[src/rtl/router_out_arbiter.sv]
// Per-output round-robin arbiter for the 8x8 serial router: holds a one-hot grant for a
// whole packet and releases it on end-of-packet, source abort or a silence timeout.
module router_out_arbiter #(
    parameter  int NPORTS  = 8,
    parameter  int TIMEOUT = 64,
    localparam int IDXW    = $clog2(NPORTS),
    localparam int CNTW    = $clog2(TIMEOUT)
) (
    input  logic              clock,
    input  logic              reset_n,
    input  logic [NPORTS-1:0] req,
    input  logic [NPORTS-1:0] frame_n,
    input  logic [NPORTS-1:0] valid_n,
    output logic [NPORTS-1:0] grant,
    output logic [IDXW-1:0]   grant_idx,
    output logic              busy,
    output logic              timeout_err,
    output logic              dbg_state
);

    typedef enum logic {
        S_IDLE = 1'b0,
        S_BUSY = 1'b1
    } state_t;

    // Handshake: a requester raises req[i] and holds it until its packet ends; the arbiter
    // answers with grant[i] one edge later and keeps it until release. Dropping req[i] while
    // granted is an abort; requests of non-granted ports simply wait.

    state_t            r_state;
    logic [NPORTS-1:0] r_grant;
    logic [IDXW-1:0]   r_grant_idx;
    logic [IDXW-1:0]   r_ptr;
    logic [CNTW-1:0]   r_cnt;
    logic              r_timeout_err;

    state_t            w_state_nxt;
    logic [NPORTS-1:0] w_grant_nxt;
    logic [IDXW-1:0]   w_grant_idx_nxt;
    logic [IDXW-1:0]   w_ptr_nxt;
    logic [CNTW-1:0]   w_cnt_nxt;
    logic              w_timeout_err_nxt;

    logic              w_found;
    logic [IDXW-1:0]   w_win;
    logic [IDXW-1:0]   w_scan;
    logic              w_eop;
    logic              w_abort;
    logic              w_timeout;

    // Descending scan so the requester closest to r_ptr (in wrap order) is assigned last.
    always_comb begin
        w_found = 1'b0;
        w_win   = r_ptr;
        w_scan  = '0;
        for (int k = NPORTS - 1; k >= 0; k--) begin
            w_scan = r_ptr + IDXW'(k);
            if (req[w_scan]) begin
                w_found = 1'b1;
                w_win   = w_scan;
            end
        end
    end

    assign w_eop     = !valid_n[r_grant_idx] && frame_n[r_grant_idx];
    assign w_abort   = !req[r_grant_idx];
    assign w_timeout = (r_cnt == CNTW'(TIMEOUT - 1)) && valid_n[r_grant_idx];

    always_comb begin
        w_state_nxt       = r_state;
        w_grant_nxt       = r_grant;
        w_grant_idx_nxt   = r_grant_idx;
        w_ptr_nxt         = r_ptr;
        w_cnt_nxt         = r_cnt;
        w_timeout_err_nxt = 1'b0;
        case (r_state)
            S_IDLE: begin
                if (w_found) begin
                    w_state_nxt          = S_BUSY;
                    w_grant_nxt          = '0;
                    w_grant_nxt[w_win]   = 1'b1;
                    w_grant_idx_nxt      = w_win;
                    w_cnt_nxt            = '0;
                end
            end
            S_BUSY: begin
                if (w_eop || w_abort || w_timeout) begin
                    // End-of-packet wins over a simultaneous abort, so no error in that case.
                    w_state_nxt       = S_IDLE;
                    w_grant_nxt       = '0;
                    w_grant_idx_nxt   = '0;
                    w_ptr_nxt         = r_grant_idx + IDXW'(1);
                    w_cnt_nxt         = '0;
                    w_timeout_err_nxt = !w_eop && !w_abort;
                end else begin
                    w_cnt_nxt = valid_n[r_grant_idx] ? r_cnt + CNTW'(1) : '0;
                end
            end
            default: begin
                w_state_nxt = S_IDLE;
                w_grant_nxt = '0;
            end
        endcase
    end

    always_ff @(posedge clock or negedge reset_n) begin
        if (!reset_n) begin
            r_state       <= S_IDLE;
            r_grant       <= '0;
            r_grant_idx   <= '0;
            r_ptr         <= '0;
            r_cnt         <= '0;
            r_timeout_err <= 1'b0;
        end else begin
            r_state       <= w_state_nxt;
            r_grant       <= w_grant_nxt;
            r_grant_idx   <= w_grant_idx_nxt;
            r_ptr         <= w_ptr_nxt;
            r_cnt         <= w_cnt_nxt;
            r_timeout_err <= w_timeout_err_nxt;
        end
    end

    assign grant       = r_grant;
    assign grant_idx   = r_grant_idx;
    assign busy        = |r_grant;
    assign timeout_err = r_timeout_err;
    assign dbg_state   = (r_state == S_BUSY);

endmodule

[config.mk]
export PLATFORM = sky130hd
export DESIGN_NAME = router_out_arbiter
export DESIGN_NICKNAME = d
export VERILOG_FILES = /design/src/rtl/router_out_arbiter.sv
export SDC_FILE = /design/constraint.sdc
export NUM_CORES = 1
export LEC_CHECK = 0
export CAP_MARGIN = 0
export CORE_MARGIN = 5
export CORE_UTILIZATION = 50
export DETAILED_ROUTE_END_ITERATION = 10
export PLACE_DENSITY_LB_ADDON = 0.08
export SYNTH_ARGS = -nofsm -noshare
export SYNTH_HDL_FRONTEND = slang
export SYNTH_SLANG_ARGS = --single-unit
[constraint.sdc]
create_clock -name clock -period 7.25 [get_ports clock]
set_clock_uncertainty 0.2 [all_clocks]
set_input_delay 1.8125 -clock clock [delete_from_list [all_inputs] [get_ports clock]]
set_output_delay 1.8125 -clock clock [all_outputs]
set_load 0.02 [all_outputs]
==> deck_impl_summary.md <==
Key Metrics from the Run

Layout
  – Util after Layout: 62.1%
  – Dominant kind of cell: combinational gates
  – Max reg flops: 8
  – P&R area growth vs syn: 22.3%
  – Post-route design area: approximately 2400 um2

Run status
  – Outcome: complete, no violations

Power and ir drop
  – Pwr Density: 443 nW/um2
  – Clock-net power: 0.0857 mW
  – Maximum VDD drop: 0.222 mV
  – Clock Power Share: 8.0%

Floorplan
  – Placeable core area: 3910 um2
  – TAP cells: roughly 50
  – Die Y: 73.1 um
  – Die ar.: 5340 um2

Clock tree
  – Latest clock arrival within the worst-skew pair: 260 ps
  – Root Buffer Master: clkbuf_8
  – Clock Path Buffers: 2
  – CTS Buf Count: 3

Placed design
  – Placement Setup Slack: 2450 ps

Synthesis
  – Post-synthesis sequential area ratio: 27.7%
  – Comb area leader: multiplexers
  – Post-synth top cells: dfrtp_1 (22), nand2_1 (22), mux4_2 (17)
  – Mapped Area: 1990 um2
  – Top cell type's share of synthesized area: 27.7%
  – Biggest area cells: dfrtp_1 (28%), mux4_2 (19%), mux2i_1 (5.0%)
  – And+or+nand+nor area frac: approximately 14%
  – Ys flop type: dfrtp_1
  – YS chip area: 1990 um2
  – Ys flops: 22

Job
  – Maxcap violations: 0

STA
  – Hold Slack: roughly 310 ps
  – Unrepaired setup endpoints after global routing: false
  – Final hold violations: 0

Critical path
  – CP max stage cell: mux4_2
  – Delay-heaviest family, CP: multiplexers
  – Reg2reg path depth: 9

Detailed routing
  – Max layer used: met4
  – DRC violations left: 0
  – Initial drt markers: approximately 89

GRT
  – M1 GR Usage: between 20% and 30%
  – GRT Resource Usage Total: 18.5%
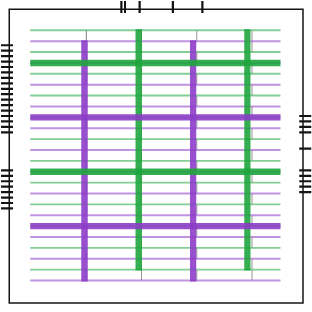
(images/pdn.png)
(4 px per um) Pins as bars on the die edge. Tap cells in grey.
Key: purple = VSS; green = VDD
4 straps on met4. The core has 23 rows. 50 tap cells. 4 straps on met5.

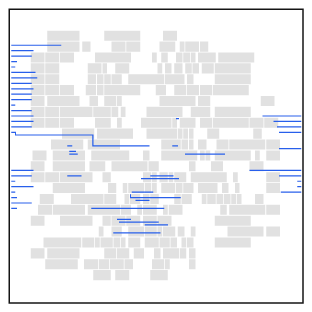
(images/met3.png)
(4 px per um) Cells faint in the background.
The wires run mostly horizontal. The layer carries 297 um of wire. The longest straight run is 19.3 um.

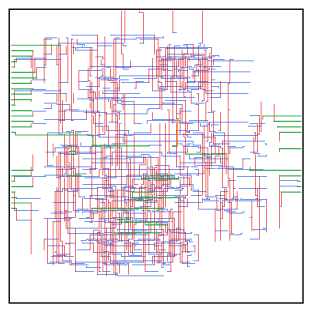
(images/metal_stack.png)
(4 px per um)
Key: green = met3 [wire length 297 um]; blue = met1 [wire length 1990 um]; red = met2 [wire length 2280 um]; orange = met4 [wire length 6.80 um]

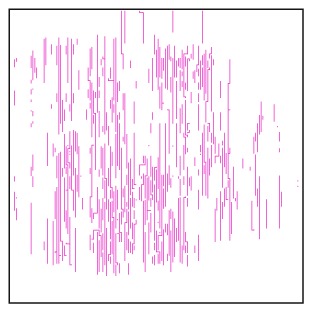
(images/met2.png)
(4 px per um)
The layer holds 50% of the routed length. The longest straight run is 27.5 um. The wires run mostly vertical. The layer carries 2280 um of wire.
final wirelength: 4570 um
met2 usage: 31.2%
vias: 1722

No activity file was given, so power comes from the tool's default toggle rates.
